$ cat src/rtl/wb_master_pkg.sv
// Shared types and helpers for the single-transaction Wishbone master bridge.
package wb_master_pkg;

    typedef enum logic [1:0] {
        IDLE    = 2'd0,
        ACTIVE  = 2'd1,
        RELEASE = 2'd2
    } state_t;

    // A zero timeout still needs a 1-bit counter so the port widths stay legal.
    function automatic int unsigned cnt_width(input int unsigned timeout_cycles);
        return (timeout_cycles == 0) ? 1 : $clog2(timeout_cycles + 1);
    endfunction

endpackage

$ cat src/rtl/wb_master_bridge_timeout.sv
// Saturating watchdog counter; expired flags the last allowed ACTIVE cycle.
module wb_timeout_counter
    import wb_master_pkg::*;
#(
    parameter int unsigned TIMEOUT_CYCLES = 255,
    parameter int unsigned CW             = cnt_width(TIMEOUT_CYCLES)
) (
    input  logic clk_i,
    input  logic rst_i,
    input  logic clear,
    input  logic enable,
    output logic expired
);

    localparam int unsigned     LAST_I = (TIMEOUT_CYCLES == 0) ? 0 : TIMEOUT_CYCLES - 1;
    localparam logic [CW-1:0]   LAST   = CW'(LAST_I);

    logic [CW-1:0] cnt;

    always_ff @(posedge clk_i) begin
        if (rst_i || clear) begin
            cnt <= '0;
        end else if (enable && (cnt != '1)) begin
            cnt <= cnt + CW'(1);
        end
    end

    assign expired = (TIMEOUT_CYCLES != 0) && (cnt == LAST);

endmodule

$ cat src/rtl/wb_master_bridge.sv
// Core request/done handshake to a Wishbone classic cycle, with a bus-timeout watchdog.
module wb_master_bridge
    import wb_master_pkg::*;
#(
    parameter int unsigned ADDR_WIDTH     = 32,
    parameter int unsigned DATA_WIDTH     = 32,
    parameter int unsigned TIMEOUT_CYCLES = 255
) (
    input  logic                    clk_i,
    input  logic                    rst_i,
    input  logic                    req_i,
    input  logic                    we_i,
    input  logic [ADDR_WIDTH-1:0]   addr_i,
    input  logic [DATA_WIDTH-1:0]   wdata_i,
    input  logic [DATA_WIDTH/8-1:0] sel_i,
    output logic [DATA_WIDTH-1:0]   rdata_o,
    output logic                    done_o,
    output logic                    err_o,
    output logic                    busy_o,
    output logic [ADDR_WIDTH-1:0]   ADR_O,
    output logic [DATA_WIDTH-1:0]   DAT_O,
    input  logic [DATA_WIDTH-1:0]   DAT_I,
    output logic                    WE_O,
    output logic [DATA_WIDTH/8-1:0] SEL_O,
    output logic                    STB_O,
    output logic                    CYC_O,
    input  logic                    ACK_I
);

    state_t state;
    logic   tmo_clear;
    logic   tmo_enable;
    logic   tmo_expired;

    assign tmo_clear  = (state == IDLE) && req_i;
    assign tmo_enable = (state == ACTIVE) && !ACK_I && !tmo_expired;

    wb_timeout_counter #(
        .TIMEOUT_CYCLES (TIMEOUT_CYCLES)
    ) u_timeout (
        .clk_i   (clk_i),
        .rst_i   (rst_i),
        .clear   (tmo_clear),
        .enable  (tmo_enable),
        .expired (tmo_expired)
    );

    assign busy_o = (state != IDLE);

    always_ff @(posedge clk_i) begin
        if (rst_i) begin
            state   <= IDLE;
            STB_O   <= 1'b0;
            CYC_O   <= 1'b0;
            WE_O    <= 1'b0;
            ADR_O   <= '0;
            DAT_O   <= '0;
            SEL_O   <= '0;
            rdata_o <= '0;
            done_o  <= 1'b0;
            err_o   <= 1'b0;
        end else begin
            done_o <= 1'b0;
            err_o  <= 1'b0;
            unique case (state)
                IDLE: begin
                    if (req_i) begin
                        ADR_O <= addr_i;
                        DAT_O <= wdata_i;
                        SEL_O <= sel_i;
                        WE_O  <= we_i;
                        STB_O <= 1'b1;
                        CYC_O <= 1'b1;
                        state <= ACTIVE;
                    end
                end
                ACTIVE: begin
                    // ACK takes priority over a timeout landing on the same cycle.
                    if (ACK_I) begin
                        if (!WE_O) begin
                            rdata_o <= DAT_I;
                        end
                        STB_O  <= 1'b0;
                        CYC_O  <= 1'b0;
                        WE_O   <= 1'b0;
                        done_o <= 1'b1;
                        state  <= RELEASE;
                    end else if (tmo_expired) begin
                        STB_O <= 1'b0;
                        CYC_O <= 1'b0;
                        err_o <= 1'b1;
                        state <= RELEASE;
                    end
                end
                RELEASE: begin
                    if (!ACK_I) begin
                        state <= IDLE;
                    end
                end
                default: state <= IDLE;
            endcase
        end
    end

endmodule

$ cat config.mk
export PLATFORM = sky130hd
export DESIGN_NAME = wb_master_bridge
export DESIGN_NICKNAME = d
export VERILOG_FILES = /design/src/rtl/wb_master_pkg.sv /design/src/rtl/wb_master_bridge_timeout.sv /design/src/rtl/wb_master_bridge.sv
export SDC_FILE = /design/constraint.sdc
export NUM_CORES = 1
export LEC_CHECK = 0
export CAP_MARGIN = 20
export CORE_UTILIZATION = 44
export CTS_BUF_LIST = sky130_fd_sc_hd__clkbuf_4 sky130_fd_sc_hd__clkbuf_8
export DETAILED_ROUTE_END_ITERATION = 10
export GPL_ROUTABILITY_DRIVEN = 1
export PLACE_DENSITY = 0.95
export SYNTH_ARGS = -nofsm -noshare
export SYNTH_HDL_FRONTEND = slang
export SYNTH_SLANG_ARGS = --single-unit
$ cat constraint.sdc
create_clock -name clk_i -period 1.9 [get_ports clk_i]
set_input_delay 0.57 -clock clk_i [delete_from_list [all_inputs] [get_ports clk_i]]
set_output_delay 0.57 -clock clk_i [all_outputs]
set_load 0.01 [all_outputs]
==> flow_summary.toml, run 1 <==
# synthesis and place-and-route metrics
[grt]
grt_antenna_before_repair = 0
gr-total-overflow = 0
grt_pass1_wl_mm = 20.2
grt_start_max_net_pins = 52
grt_pass1_vias = 4285

[timing]
fmax_ghz = 0.535
tns_ns = 0
tightest_slew_ns = 0.394
finalMaxSlewViolations = 0
post-route-period-util_pct = 98.4
holdWs_ns = 0.451
hold_viol_final = 0
max-slew-margin-rel_pct = 73.7
setup_viol = 0
fin_skew_ns = 0.0144
finalCriticalPeriod_ns = 1.87

[placed_design]
place_area_mm2 = 0.00634
gp_congestion = 0.744
hpwl_mm = 9.15
io_buffers = 210

[setup_path]
max_stage_delay_ns = 0.54
criticalPathCategory = "flip-flop to output port"
cp-end-kind = "output port"
path_delay_family = "buffers and inverters"
startpoint = "ADR_O[8]"
worstSetupPathDepth = 1
cp-start-kind = "flip-flop"
crit_path_end = "ADR_O[8]"
reg2reg_from = "state[1]"
rr_worst_depth = 5
regToRegEndpoint = "u_timeout.cnt[7]"
crit_buf_inv = 1
required_ns = 1.33
critical-path-slowest-cell = "clkdlybuf4s50_1"
worst_ep_arrival_time_ns = 1.30
r2r_setup_slack_ns = 0.43
critical_path.cell_chain = "clkdlybuf4s50_1"
crit_fanout = 2

[yosys]
synthDistinctLibCells = 34
syn_inst = 511
syn_area_per_cell_um2 = 8.04
top_logic_kind = "simple AND/OR/NAND/NOR gates"
yosys_warnings = 0
syn_nets = 618
synth_top_area_share_pct = 55.6
ys_cells = 511
yosysTopAreaCell = "dfxtp_1"
edf_count = 0
common_cells = "204 x nand2_1, 114 x dfxtp_1, 106 x a21oi_1, 20 x buf_2, 9 x nor2_1"
most_common_cell = "nand2_1"
synthXorXnorAreaFrac_pct = 0.426
ys_seq_share_pct = 55.6
ys_area_mm2 = 0.00411
simple_gate_share_pct = 23.2
async_flop_share_pct = 0
top_cells_by_area = "dfxtp_1 56%, nand2_1 19%, a21oi_1 13%"
aoi_share_pct = 15.0
synth_area_mm2 = 0.00411
ys_seq_elements = 114
mux_area_share_pct = 0.244
ys.flop_type = "dfxtp_1"
adder_share_pct = 0.609

[cts]
post-cts-setup-buffers = 0
path_clk_slew_ns = 0.06
cts.htree.levels = 4
clk_path_buf_depth = 2
numCtsBuffers = 17
postCtsHoldBufs = 0
ctsResizeCount = 15
root_buffer = "clkbuf_8"
cts_tree = "yes"
cts_sinks = 114
insertion_delay_ns = 0.42

[die]
ioPinCount = 211
rows = 34
initCoreUtil_pct = 46.2
dieArea_mm2 = 0.00973
tap-cell-count = 108

[power]
p_sw_share_pct = 23.9
power_density_mw_per_mm2 = 878
p_sw_mw = 1.46
internal_power_mw = 4.64
clockPowerShare_pct = 42.8
power_leakage_nw = 3.59
seqPwrFrac_pct = 42.4
pwr-share-comb_pct = 14.8
finalPower_mw = 6.10

[job]
warning_count = 27
max_cap_viol_count = 0

[layout]
synthToLayoutAreaGrowth_pct = 69.0
clock_buffers = 20
regArea_mm2 = 0.00228
logic_area_mm2 = 0.00163
logic_gate_count = 358
nonClkBufAreaFrac_pct = 34.8
sh_seq_area_pct = 32.9
postLayoutCellArea_mm2 = 0.00694
flops = 114
comb_area_share_pct = 23.5
drive_gt1_share_pct = 7.76
fill_cells = 579
largest_cell_class = "buffers"
nNetsFinal = 829
antennaDiodeCount = 0
signal_buffers = 228
num-nonclk-inverters = 3
clk_share_pct = 6.72

[drt]
wl_met2_mm = 6.91
dr.max_layer_used = "met4"
wl_met1_mm = 4.75
dr.pass1.iters = 4
viasPerCell = 5.15
drtIter0Drc = 196
drtAntennaViolNets = 0
wl_met3_mm = 1.04
drc = 0

[hold_path]
hold_depth = 2
hold_end = "ADR_O[20]"
min-delay-start = "ADR_O[20]"
hold_class = "flip-flop to flip-flop"

[status]
outcome = "completed"
[run 1: routing by layer]
layer / vias to the layer above / track usage (%)
met5: - / 0
met4: 0 / 13.0
met3: 40 / 8.01
met2: 210 / 48.2
met1: 2002 / 27.6
li1: 2086 / -
[run 1: flip-flops by register name (all words and copies together) (netlist names)]
register       cells
done_o             1
DAT_O             32
SEL_O              4
err_o              1
ADR_O             32
state              2
u_timeout.cnt      8
CYC_O              1
rdata_o           32
WE_O               1
[run 1: stage by stage]
stage	util (%)	worst slack (ns)	instances
floorplan	-	0.445	511
global placement	71.4	-0.0985	811
detailed placement	71.4	-0.162	811
CTS	76.4	0.0000497	843
global route	78.1	-0.0127	843
finish	78.1	0.0295	843
[run 1: placed cells by master, fill, tap and decap left out, types with 2 or more instances in the layout]
| master | instances |
|---|---|
| nand4_1 | 2 |
| a211oi_1 | 2 |
| a21oi_1 | 106 |
| clkinvlp_4 | 3 |
| buf_12 | 4 |
| bufinv_16 | 5 |
| clkbuf_4 | 2 |
| nand2_1 | 203 |
| buf_4 | 15 |
| dlygate4sd2_1 | 15 |
| nand3b_1 | 2 |
| clkinv_4 | 2 |
| dlymetal6s2s_1 | 60 |
| nor3_1 | 2 |
| o21ai_0 | 3 |
| clkbuf_8 | 18 |
| a211oi_2 | 2 |
| ha_1 | 2 |
| and3_1 | 4 |
| inv_1 | 3 |
| nand3_1 | 4 |
| dfxtp_1 | 114 |
| nor2_1 | 9 |
| clkdlybuf4s50_1 | 134 |
| or2_1 | 2 |
[run 1: power by group through the flow]
stage / registers (mW) / logic [mW] / clock network (mW)
CTS: 2.59 / 0.922 / 2.65
floorplan: 2.69 / 0.296 / 0
finish: 2.58 / 0.904 / 2.61
detailed placement: 2.64 / 0.922 / 0
global placement: 2.63 / 0.898 / 0
global route: 2.60 / 0.973 / 2.78
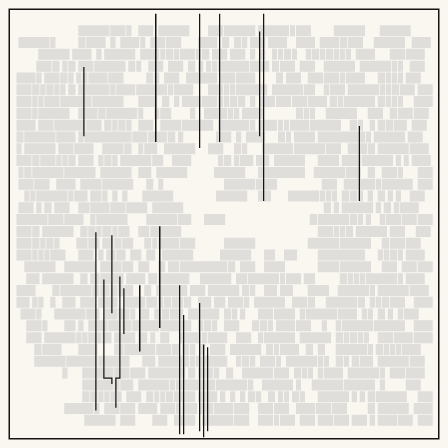
run_1/m4.png
Cells faint in the background.
share of all routed wire = 3.7%
main direction = vertical
total number of vias: 4338
Post-Route WL: 13.2 mm

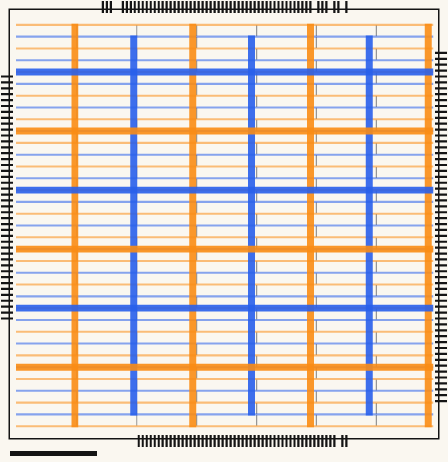
run_1/floorplan.png
The bar under the picture is 20 um long. Pins as bars on the die edge. Tap cells in grey.
blue -> VDD
orange -> VSS
signal pins = 211
met1 rails = 35
die width: 98.6 um
Peak VDD IR: 0.598 mV
Core Footprint: 0.00889 mm2

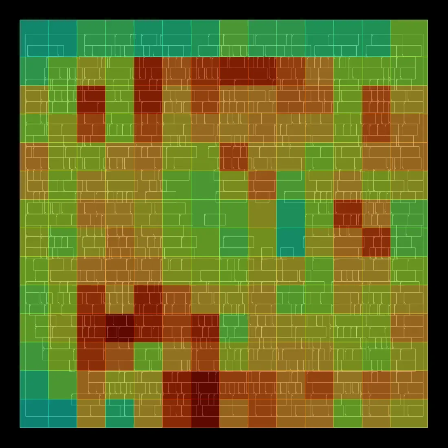
run_1/congestion_map.png
met2 Use GR: 48.2%
Final Util: 78.1%
met1 usage: 27.6%

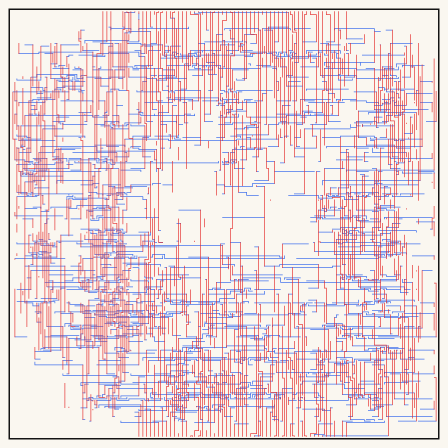
run_1/layers.png
Only two layers are drawn.
blue -> M1  # wire length 4750 um
red -> M2  # wire length 6910 um
Routed wire per std cell: 15.6 um
GRT Total Usage: 26.4%

## Run 2: what changed since run 1
--- a/config.mk
+++ b/config.mk
@@ -11,6 +11,7 @@
 export DETAILED_ROUTE_END_ITERATION = 10
 export GPL_ROUTABILITY_DRIVEN = 1
 export PLACE_DENSITY = 0.95
+export SKIP_LAST_GASP = 1
 export SYNTH_ARGS = -nofsm -noshare
 export SYNTH_HDL_FRONTEND = slang
 export SYNTH_SLANG_ARGS = --single-unit
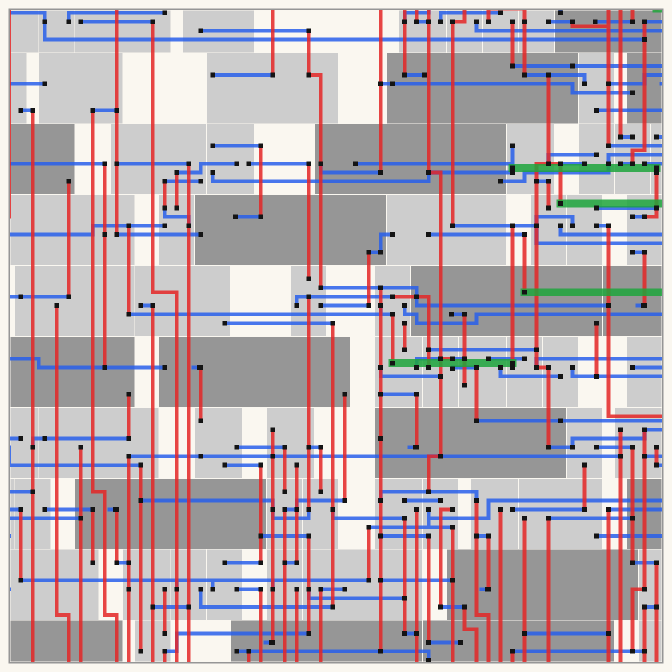
run_2/closeup.png
Region (61, 12) to (86, 37) um. Cells in grey, sequential cells in the stronger grey; small squares are vias.
green -> M3
blue -> M1
red -> M2
most frequent = nand2_1 (27), dfxtp_1 (13), a21oi_1 (12)
netlist names of flops here include = rdata_o (11)
sequential cells in the window = 13
cells with their middle in the window = 65

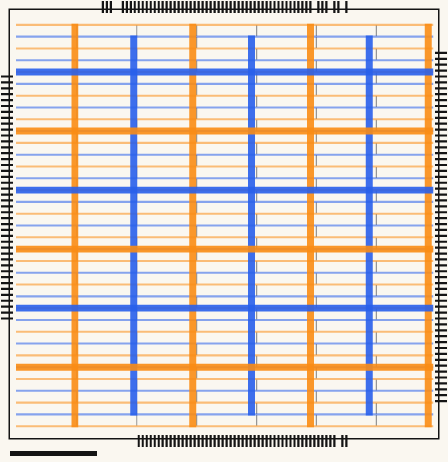
run_2/floorplan.png
The bar under the picture is 20 um long. Pins as bars on the die edge. Tap cells in grey.
blue -> VDD
orange -> VSS
rows = 34
met5 straps = 6
tap cells = 108
met1 rails = 35
height of the die: 98.6 um

==> run 2 against run 1 <==
Clock skew unchanged. Synthesized cell count unchanged. Critical path depth unchanged. Combinational power about the same. Worst hold slack unchanged. Register-to-register slack about the same. Largest cell class unchanged.
==> flow_summary.toml, run 2 <==
# synthesis and place-and-route metrics
[status]
outcome = "completed"

[yosys]
common_cells = "204 x nand2_1, 114 x dfxtp_1, 106 x a21oi_1, 20 x buf_2, 9 x nor2_1"
synth_area_mm2 = 0.00411
synthDistinctLibCells = 34
most_common_cell = "nand2_1"
synth_top_area_share_pct = 55.6
ys_area_mm2 = 0.00411
ys.flop_type = "dfxtp_1"
top_cells_by_area = "dfxtp_1 56%, nand2_1 19%, a21oi_1 13%"
yosysTopAreaCell = "dfxtp_1"
edf_count = 0
ys_cells = 511
yosys_warnings = 0
async_flop_share_pct = 0
ys_seq_elements = 114
syn_area_per_cell_um2 = 8.04
syn_nets = 618
ys_seq_share_pct = 55.6
syn_inst = 511

[grt]
grt_pass1_wl_mm = 20.2
grtUsageTotal_pct = 26.4
gr-total-overflow = 0
grt_antenna_before_repair = 0
grt_start_max_net_pins = 52
grt_pass1_vias = 4285

[cts]
numCtsBuffers = 17
insertion_delay_ns = 0.42
cts_sinks = 114
clk_path_buf_depth = 2
root_buffer = "clkbuf_8"
path_clk_slew_ns = 0.06
cts_tree = "yes"
cts.htree.levels = 4

[die]
die_x_um = 98.6
core-area_mm2 = 0.00889
dieArea_mm2 = 0.00973
initCoreUtil_pct = 46.2
rows = 34
ioPinCount = 211

[placed_design]
io_buffers = 210
dp.cells = 811
place_ws_ns = -0.162
hpwl_mm = 9.15
place_area_mm2 = 0.00634
gp_congestion = 0.744

[power]
finalPower_mw = 6.10
power_density_mw_per_mm2 = 878
vdd_drop_max_mv = 0.598
power_leakage_nw = 3.59

[layout]
final_cell_mix = "203 x nand2_1, 134 x clkdlybuf4s50_1, 114 x dfxtp_1, 106 x a21oi_1, 60 x dlymetal6s2s_1"
antennaDiodeCount = 0
reg_top3 = "ADR_O x32, DAT_O x32, rdata_o x32"
fill_cells = 579
final_common_cell = "nand2_1"
synthToLayoutAreaGrowth_pct = 69.0
nNetsFinal = 829
postLayoutCellArea_mm2 = 0.00694
drive_gt1_share_pct = 7.76
final_util_pct = 78.1
final_cell_count_no_fill = 843

[drt]
wl_per_cell_um = 15.6
drtIter0Drc = 196
dr.pass1.iters = 4
drc = 0
drtAntennaViolNets = 0
viasPerCell = 5.15
num_vias = 4338
routed_wl_mm = 13.2

[setup_path]
worstSetupPathDepth = 1
crit_path_end = "ADR_O[8]"
startpoint = "ADR_O[8]"
criticalPathCategory = "flip-flop to output port"
worst_ep_arrival_time_ns = 1.30
rr_worst_depth = 5
path_delay_family = "buffers and inverters"
cp-end-kind = "output port"
crit_buf_inv = 1
regToRegEndpoint = "u_timeout.cnt[7]"
crit_fanout = 2
critical_path.cell_chain = "clkdlybuf4s50_1"
r2r_setup_slack_ns = 0.43
reg2reg_from = "state[1]"
critical-path-slowest-cell = "clkdlybuf4s50_1"
max_stage_delay_ns = 0.54
cp-start-kind = "flip-flop"
required_ns = 1.33

[job]
max_cap_viol_count = 0
warning_count = 27

[timing]
holdWs_ns = 0.451
hold_viol_final = 0
finalCriticalPeriod_ns = 1.87
finalMaxSlewViolations = 0
tns_ns = 0
fin_skew_ns = 0.0144
fmax_ghz = 0.535
post-route-period-util_pct = 98.4
setup_viol = 0
max-slew-margin-rel_pct = 73.7
worst_slack_ns = 0.0295
tightest_slew_ns = 0.394

[hold_path]
hold_end = "ADR_O[20]"
min-delay-start = "ADR_O[20]"
hold_class = "flip-flop to flip-flop"
hold_depth = 2
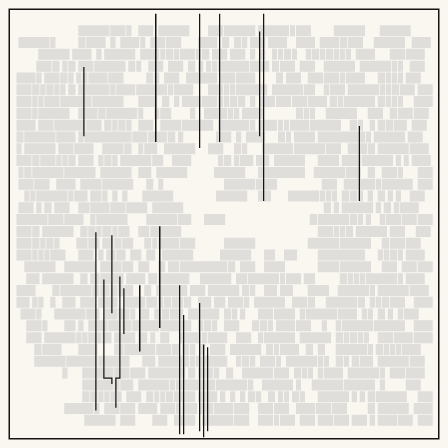
run_2/m4.png
Cells faint in the background.
share of all routed wire = 3.7%
longest straight run = 42.8 um

run 2: cell counts after synthesis:
Identical to the previous run, type by type.
run 2: repair_timing:
action / 4_1_cts / 5_1_grt
buffers inserted: 0 / 0
hold buffers: 0 / 0
gates resized: 15 / 60
endpoints found under the setup margin: 16 / 60
run 2: kinds of logic (layout without fill, tap and decap cells):
family / Yosys count / in the layout / share of synthesized area [%]
adder cells (fa/ha/maj): 2 / 2 / 0.609
multiplexers: 1 / 1 / 0.244
buffers and inverters: 39 / 263 / 4.90
AND-OR/OR-AND: 117 / 117 / 15.0
flip-flops: 114 / 114 / 55.6
AND/OR/NAND/NOR: 236 / 236 / 23.2
XOR/XNOR: 2 / 2 / 0.427
run 2: per-layer routing:
metal / vias up / track usage, % / share of wire, %
met5: - / 0 / 0
met4: 0 / 13.0 / 3.7
met3: 40 / 8.01 / 7.9
met2: 210 / 48.2 / 52
met1: 2002 / 27.6 / 36
li1: 2086 / - / -
run 2: report_power, final:
| group | switching [mW] | leakage, nW | internal (mW) | total, mW |
|---|---|---|---|---|
| logic | 0.410 | 2.44 | 0.494 | 0.904 |
| clock network | 0.979 | 0.226 | 1.63 | 2.61 |
| registers | 0.0661 | 0.932 | 2.52 | 2.58 |
| total | 1.46 | 3.59 | 4.64 | 6.10 |
run 2: area by class of cell:
type	instances	area (um2)	share of cell area, %
Clock buffer	20	263	3.78
Timing Repair Buffer	228	2420	34.8
Inverter	3	11.3	0.162
Multi-Input combinational cell	358	1630	23.5
Tap cell	108	135	1.95
Sequential cell	114	2280	32.9
Clock inverter	12	204	2.94
Power and IR drop assume default switching activity.
